[src/rtl/pueo_wb_pkg.sv]
// Shared Wishbone loader types: error codes reported to software and loader FSM state encoding.
package pueo_wb_pkg;

  typedef enum logic [1:0] {
    ERR_NONE        = 2'd0,
    ERR_BUS         = 2'd1,
    ERR_TIMEOUT     = 2'd2,
    ERR_RETRY_ABORT = 2'd3
  } wb_err_code_t;

  typedef logic [2:0] loader_state_t;

  localparam loader_state_t LD_IDLE  = 3'd0;
  localparam loader_state_t LD_FETCH = 3'd1;
  localparam loader_state_t LD_REQ   = 3'd2;
  localparam loader_state_t LD_RETRY = 3'd3;
  localparam loader_state_t LD_FIN   = 3'd4;
  localparam loader_state_t LD_FAIL  = 3'd5;

endpackage

[src/rtl/coef_stage_ram.sv]
// Coefficient staging table: simple dual-port RAM, one write port, registered read (1-cycle latency).
module coef_stage_ram #(
  parameter int unsigned DEPTH = 32,
  parameter int unsigned WIDTH = 54
) (
  input  logic                     clk,
  input  logic                     we,
  input  logic [$clog2(DEPTH)-1:0] waddr,
  input  logic [WIDTH-1:0]         wdata,
  input  logic [$clog2(DEPTH)-1:0] raddr,
  output logic [WIDTH-1:0]         rdata
);

  logic [WIDTH-1:0] mem [DEPTH];

  // No reset: contents are undefined until software loads them.
  always_ff @(posedge clk) begin
    if (we) begin
      mem[waddr] <= wdata;
    end
    rdata <= mem[raddr];
  end

endmodule

[src/rtl/biquad_coeff_wb_loader.sv]
// Replays the staged {address, data} table as single Wishbone writes into the filter chain and
// pulses coef_update_o once every write has been acknowledged.
module biquad_coeff_wb_loader
  import pueo_wb_pkg::*;
#(
  parameter int unsigned ADDR_W      = 22,
  parameter int unsigned DATA_W      = 32,
  parameter int unsigned DEPTH       = 32,
  parameter int unsigned TIMEOUT_CYC = 255,
  parameter int unsigned MAX_RETRY   = 3
) (
  input  logic                       wb_clk_i,
  input  logic                       wb_rstn_i,
  input  logic                       tbl_we_i,
  input  logic [$clog2(DEPTH)-1:0]   tbl_addr_i,
  input  logic [ADDR_W+DATA_W-1:0]   tbl_dat_i,
  input  logic [$clog2(DEPTH):0]     n_words_i,
  input  logic                       start_i,
  input  logic                       abort_i,
  output logic                       wb_cyc_o,
  output logic                       wb_stb_o,
  output logic                       wb_we_o,
  output logic [ADDR_W-1:0]          wb_adr_o,
  output logic [DATA_W-1:0]          wb_dat_o,
  output logic [DATA_W/8-1:0]        wb_sel_o,
  input  logic                       wb_ack_i,
  input  logic                       wb_err_i,
  input  logic                       wb_rty_i,
  output logic                       busy_o,
  output logic                       done_o,
  output logic                       error_o,
  output logic [1:0]                 err_code_o,
  output logic [$clog2(DEPTH)-1:0]   err_index_o,
  output logic                       coef_update_o
);

  localparam int unsigned IDX_W = $clog2(DEPTH);
  localparam int unsigned CNT_W = IDX_W + 1;
  localparam int unsigned TMO_W = $clog2(TIMEOUT_CYC + 2);
  localparam int unsigned RTY_W = $clog2(MAX_RETRY + 2);
  localparam int unsigned ENT_W = ADDR_W + DATA_W;

  loader_state_t      state_q, state_d;
  logic [IDX_W-1:0]   idx_q, idx_d;
  logic [CNT_W-1:0]   count_q, count_d;
  logic [RTY_W-1:0]   retry_q, retry_d;
  logic [TMO_W-1:0]   tmo_q, tmo_d;
  logic               abort_pend_q, abort_pend_d;
  logic               cyc_q, cyc_d;
  logic [ADDR_W-1:0]  adr_q, adr_d;
  logic [DATA_W-1:0]  dat_q, dat_d;
  logic               busy_q, done_q;
  logic               error_q, error_d;
  wb_err_code_t       err_code_q, err_code_d;
  logic [IDX_W-1:0]   err_index_q, err_index_d;

  logic               fail;
  wb_err_code_t       fail_code;
  logic [ENT_W-1:0]   rd_data;
  logic [CNT_W-1:0]   idx_next;
  logic               abort_req;

  // Reads are addressed with the next index so the entry is already on rd_data during FETCH.
  coef_stage_ram #(
    .DEPTH (DEPTH),
    .WIDTH (ENT_W)
  ) u_ram (
    .clk   (wb_clk_i),
    .we    (tbl_we_i & ~busy_q),
    .waddr (tbl_addr_i),
    .wdata (tbl_dat_i),
    .raddr (idx_d),
    .rdata (rd_data)
  );

  assign idx_next  = {1'b0, idx_q} + CNT_W'(1);
  assign abort_req = abort_i | abort_pend_q;

  always_comb begin
    state_d     = state_q;
    idx_d       = idx_q;
    count_d     = count_q;
    retry_d     = retry_q;
    tmo_d       = tmo_q;
    cyc_d       = cyc_q;
    adr_d       = adr_q;
    dat_d       = dat_q;
    error_d     = error_q;
    err_code_d  = err_code_q;
    err_index_d = err_index_q;
    fail        = 1'b0;
    fail_code   = ERR_NONE;

    case (state_q)
      LD_IDLE: begin
        if (start_i) begin
          error_d     = 1'b0;
          err_code_d  = ERR_NONE;
          err_index_d = '0;
          if (n_words_i == '0) begin
            state_d = LD_FIN;
          end else begin
            count_d = (n_words_i > CNT_W'(DEPTH)) ? CNT_W'(DEPTH) : n_words_i;
            idx_d   = '0;
            retry_d = '0;
            state_d = LD_FETCH;
          end
        end
      end
      LD_FETCH: begin
        if (abort_i) begin
          fail      = 1'b1;
          fail_code = ERR_RETRY_ABORT;
        end else begin
          {adr_d, dat_d} = rd_data;
          cyc_d          = 1'b1;
          tmo_d          = '0;
          state_d        = LD_REQ;
        end
      end
      LD_REQ: begin
        // Termination precedence: err, then rty, then ack; abort waits for a termination.
        if (wb_err_i) begin
          cyc_d     = 1'b0;
          fail      = 1'b1;
          fail_code = ERR_BUS;
        end else if (wb_rty_i) begin
          cyc_d = 1'b0;
          if (abort_req || (retry_q >= RTY_W'(MAX_RETRY))) begin
            fail      = 1'b1;
            fail_code = ERR_RETRY_ABORT;
          end else begin
            retry_d = retry_q + RTY_W'(1);
            state_d = LD_RETRY;
          end
        end else if (wb_ack_i) begin
          cyc_d = 1'b0;
          if (abort_req) begin
            fail      = 1'b1;
            fail_code = ERR_RETRY_ABORT;
          end else if (idx_next == count_q) begin
            state_d = LD_FIN;
          end else begin
            idx_d   = idx_q + IDX_W'(1);
            retry_d = '0;
            state_d = LD_FETCH;
          end
        end else if (tmo_q == TMO_W'(TIMEOUT_CYC - 1)) begin
          cyc_d     = 1'b0;
          fail      = 1'b1;
          fail_code = ERR_TIMEOUT;
        end else begin
          tmo_d = tmo_q + TMO_W'(1);
        end
      end
      LD_RETRY: begin
        if (abort_i) begin
          fail      = 1'b1;
          fail_code = ERR_RETRY_ABORT;
        end else begin
          cyc_d   = 1'b1;
          tmo_d   = '0;
          state_d = LD_REQ;
        end
      end
      LD_FIN:  state_d = LD_IDLE;
      LD_FAIL: state_d = LD_IDLE;
      default: state_d = LD_IDLE;
    endcase

    if (fail) begin
      state_d     = LD_FAIL;
      error_d     = 1'b1;
      err_code_d  = fail_code;
      err_index_d = idx_q;
    end
  end

  // An abort seen mid-cycle is remembered until the target terminates the cycle.
  assign abort_pend_d = (state_q == LD_REQ) && (state_d == LD_REQ) && abort_req;

  always_ff @(posedge wb_clk_i or negedge wb_rstn_i) begin
    if (!wb_rstn_i) begin
      state_q      <= LD_IDLE;
      idx_q        <= '0;
      count_q      <= '0;
      retry_q      <= '0;
      tmo_q        <= '0;
      abort_pend_q <= 1'b0;
      cyc_q        <= 1'b0;
      adr_q        <= '0;
      dat_q        <= '0;
      busy_q       <= 1'b0;
      done_q       <= 1'b0;
      error_q      <= 1'b0;
      err_code_q   <= ERR_NONE;
      err_index_q  <= '0;
    end else begin
      state_q      <= state_d;
      idx_q        <= idx_d;
      count_q      <= count_d;
      retry_q      <= retry_d;
      tmo_q        <= tmo_d;
      abort_pend_q <= abort_pend_d;
      cyc_q        <= cyc_d;
      adr_q        <= adr_d;
      dat_q        <= dat_d;
      busy_q       <= (state_d != LD_IDLE);
      done_q       <= (state_d == LD_FIN);
      error_q      <= error_d;
      err_code_q   <= err_code_d;
      err_index_q  <= err_index_d;
    end
  end

  assign wb_cyc_o      = cyc_q;
  assign wb_stb_o      = cyc_q;
  assign wb_we_o       = cyc_q;
  assign wb_sel_o      = {(DATA_W/8){cyc_q}};
  assign wb_adr_o      = adr_q;
  assign wb_dat_o      = dat_q;
  assign busy_o        = busy_q;
  assign done_o        = done_q;
  assign coef_update_o = done_q;
  assign error_o       = error_q;
  assign err_code_o    = err_code_q;
  assign err_index_o   = err_index_q;

endmodule
[config.mk]
export PLATFORM = sky130hd
export DESIGN_NAME = biquad_coeff_wb_loader
export DESIGN_NICKNAME = d
export VERILOG_FILES = /design/src/rtl/pueo_wb_pkg.sv /design/src/rtl/coef_stage_ram.sv /design/src/rtl/biquad_coeff_wb_loader.sv
export SDC_FILE = /design/constraint.sdc
export NUM_CORES = 2
export LEC_CHECK = 0
export ABC_AREA = 0
export CORE_ASPECT_RATIO = 0.8
export CORE_UTILIZATION = 45
export CTS_CLUSTER_DIAMETER = 200
export DETAILED_ROUTE_END_ITERATION = 8
export PLACE_DENSITY = 0.58
export REMOVE_ABC_BUFFERS = 1
export SLEW_MARGIN = 20
export SYNTH_ARGS = -nofsm -noshare
export SYNTH_HDL_FRONTEND = slang
export SYNTH_SLANG_ARGS = --single-unit
[constraint.sdc]
create_clock -name wb_clk_i -period 4.5 [get_ports wb_clk_i]
set_input_delay 0.45 -clock wb_clk_i [delete_from_list [all_inputs] [get_ports wb_clk_i]]
set_output_delay 0.45 -clock wb_clk_i [all_outputs]
set_load 0.005 [all_outputs]
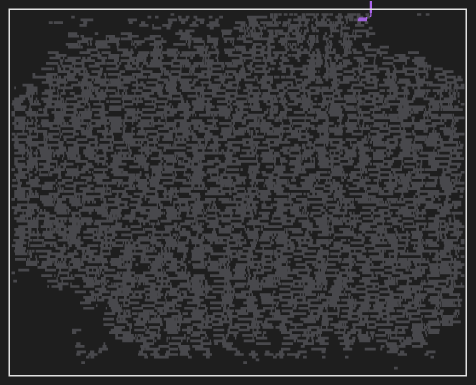
(images/io_fan.png)
Drawn at 1 px/um.
port	colour	direction	edge	end cells	buffers	wire
error_o	purple	output	north	1	1	16.6 um

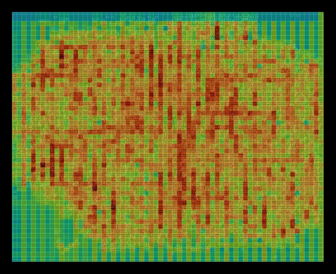
(images/congestion.png)
met1 Resource Use GR: 0.3682
global-route met2 utilization: 0.4217

==> Slide: Implementation Results <==
Flow Results at a Glance

Logic synthesis
  • Main area contributors: edfxtp_1, nand2_1, nand4_1
  • Area fraction in and, or, nand and nor cells: 0.1266
  • Area fraction of the dominant cell type after synthesis: 0.7005
  • Cell type with the largest total area after synthesis: edfxtp_1
  • Flip-flops with a built-in enable: 1728
  • AO/OA Area Share: 0.08952
  • Combined area of all synthesized cells: 0.07407 sq mm
  • Cell with the most instances after synthesis: edfxtp_1
  • Number of distinct library cells after synthesis: 74
  • Share of cell area taken by muxes after synthesis: 0.009121
  • Most numerous cell types in the synthesized netlist: edfxtp_1, nand2_1, nand4_1, buf_2, clkbuf_1
  • XORs/XNORs by Area: 0.001537
  • Chip area line of the yosys report: 0.07407 sq mm
  • Comb area leader: simple AND/OR/NAND/NOR gates
  • Flops & latches, synth: 1874
  • Top FF cell, synth: edfxtp_1
  • Average cell area after synthesis: 14.17 sq um
  • # Cells Yosys: 5227
  • Adder-Cell Fraction of Synth Area: 0.0008446
  • Share of flip-flops with an asynchronous set or reset after synthesis: 0.04909
  • Count of mapped cells out of synthesis: 5227
  • Synth warnings: 0

Clocking
  • Buffer type at the clock tree root: clkbuf_16
  • CTS buffer count: 182
  • CTS tree: yes
  • Number of clock sinks: 1874
  • Clk latency late pin: 0.83 ns
  • Setup fix buffers added after clock tree synthesis: 0
  • Post-CTS Hold Buffers: 1
  • Number of H-tree levels: 4
  • Resized Gates After CTS: 0
  • Max clock buf depth: 3
  • Clock-pin slew of the registers on the worst-case setup and hold paths: 0.06 ns

Routing
  • Met2 wire len: 103400 um
  • DRC violation total after the first TritonRoute iteration: 5875
  • DRT met1 WL: 93940 um
  • Wire length on met3: 17940 um
  • Routed via count divided by cell count: 6.130
  • Remaining number of nets flagged by the antenna check after routing: 0
  • Via count: 46920
  • Wire length per cell: 29.08 um
  • DR top layer: met5
  • Number of detailed-routing iterations run before antenna repair: 5
  • Total length of routed wires: 222600 um

Global routing
  • Total congestion overflow after global routing: 0
  • Total Routing Usage GR: 0.2650
  • Vias in the first global route: 44790
  • Layer with the highest usage: met2
  • First-pass GRT wire length: 318600 um
  • Largest net degree at the start of global routing: 131
  • Met3 track demand over resource: 0.04521

Final timing
  • Worst max-slew margin expressed relative to the limit: 0.2454
  • RSZ-0062 raised after global routing: false
  • Setup total negative slack: 0 ns
  • Maximum operating frequency: 245.5 MHz
  • Final clock period utilization by the worst path: 0.9053
  • Final hold violations: 0
  • Number of pins exceeding their max-slew limit in the final report: 0
  • Setup Skew: 0.03306 ns
  • Minimum setup slack in the final design: 0.4261 ns
  • Final setup violating endpoints: 0
  • Post-layout min period: 4.074 ns

Setup path
  • Data arrival, critical path: 4.79 ns
  • Max stage delay on crit path: 0.54 ns
  • Worst-path maximum fanout: 131
  • Cell at the slowest stage of the critical path: dfrtp_1
  • Number of cell instances on the worst register-to-register path: 12
  • Kind of end point of the critical path: flop
  • Startpoint types: flop
  • Reg2reg start: idx_q[0]$_DFF_PN0_
  • WP depth: 12
  • Family of cells with the greatest summed delay on the critical path: AND-OR/OR-AND gates
  • Path type of the worst setup path: reg2reg
  • Number of buffer and inverter instances along the worst setup path: 2
  • Most Frequent Cell on Critical Path: buf_12
  • Startpoint of the most critical setup path: idx_q[0]$_DFF_PN0_
  • Required arrival time at the worst endpoint: 5.21 ns
  • Worst setup slack for register-to-register paths: 0.43 ns
  • Capturing instance or port of the critical path: u_ram.rdata[44]$_DFF_P_
  • Crit-path cells: ha_1 -> xnor2_1 -> nor2_1 -> o32a_2 -> o21ai_4 -> buf_12 -> buf_12 -> and2_1 -> a221oi_1 -> o21ai_0 -> o211ai_1 -> a2111oi_2

Pwr
  • Switching power: 8831 uW
  • Proportion of power drawn by the clock network: 0.387
  • VDD IR max: 381.3 uV
  • Comb. pwr: 3420 uW
  • Leakage dissipation: 0.02803 uW
  • Switching Fraction: 0.2324
  • Clk pwr: 14700 uW
  • Cell area power density: 446.9 mW/mm^2
  • Power Total: 38000 uW
  • Max power group: sequential cells
  • Combinational power share: 0.090
  • Internal power consumption: 29160 uW
  • Proportion of power drawn by flip-flops and latches: 0.523

Floorplan
  • Die height: 364.9 um
  • Count of pins on the block boundary: 145
  • Number of standard-cell rows in the floorplan: 132
  • Num tapcells: 2144
  • Core utilization at floorplan: 0.4553
  • Core Box Area: 0.1627 sq mm
  • Chip Area: 0.1662 sq mm

Status
  • Status: finished, final reports clean

Final layout
  • Signal buf overhead: 0.04840
  • Number of flip-flops in the largest register: 1728
  • Area of the multi-input gates: 0.01722 sq mm
  • Final std cells w/o fill: 7655
  • Top logic cell by instance count in the layout: edfxtp_1
  • Area growth from synthesis to final layout: 14.78%
  • Share of cells above drive strength 1: 0.1143
  • Share of cell area taken by multi-input logic gates: 0.2026
  • Biggest cell category by area in the final layout: sequential cells
  • Number of multi-input combinational cells: 2936
  • Number of diodes: 8
  • Total of fill cells in the finished design: 13470
  • Most flops, register: u_ram.mem
  • Fraction of area in clock buffers and inverters: 0.06627
  • Non-clock inverter instance count of the final layout: 14
  • Clock buffer count: 260
  • Top logic cells by instance count in the layout: edfxtp_1, nand2_1, nand4_1
  • Net total in the final layout: 5422
  • Non-CTS buffers: 336
  • Num sequential: 1874

Flow run
  • Warning total across the stage logs: 30
  • Number of violations of the max-capacitance limit: 0

Min path
  • Min-Delay Startpoint: tbl_dat_i[5]
  • Path type of the worst min-delay path: in2reg
  • Hold Crit Endpoint: u_ram.mem[28][5]$_DFFE_PP_
  • Hold path cells: 1

Place
  • Pre-CTS setup slack: 0.2774 ns
  • Detail Placement HPWL: 110000 um
  • Placement Cell Area: 0.07942 sq mm
  • Number of input and output port buffers inserted: 144
  • Cell Count Post-Placement: 7303
  • Final weighted congestion of routability-driven global placement: 0.7971
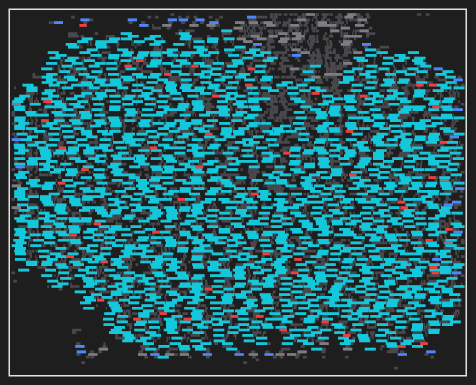
(images/flops_by_reg.png)
Drawn at 1 px/um. Other sequential cells in the stronger grey, the rest of the logic in the fainter grey.
name in the netlist	colour	flops	where
u_ram.mem	cyan	1728	widely spread
u_ram.rdata	red	54	widely spread
wb_dat_o	blue	32	widely spread
sequential share of cell area: 0.6501
post-route core utilization: 0.5226
sequential power: 19900 uW

Power figures rest on the tool's default switching activity, not on a simulated workload.
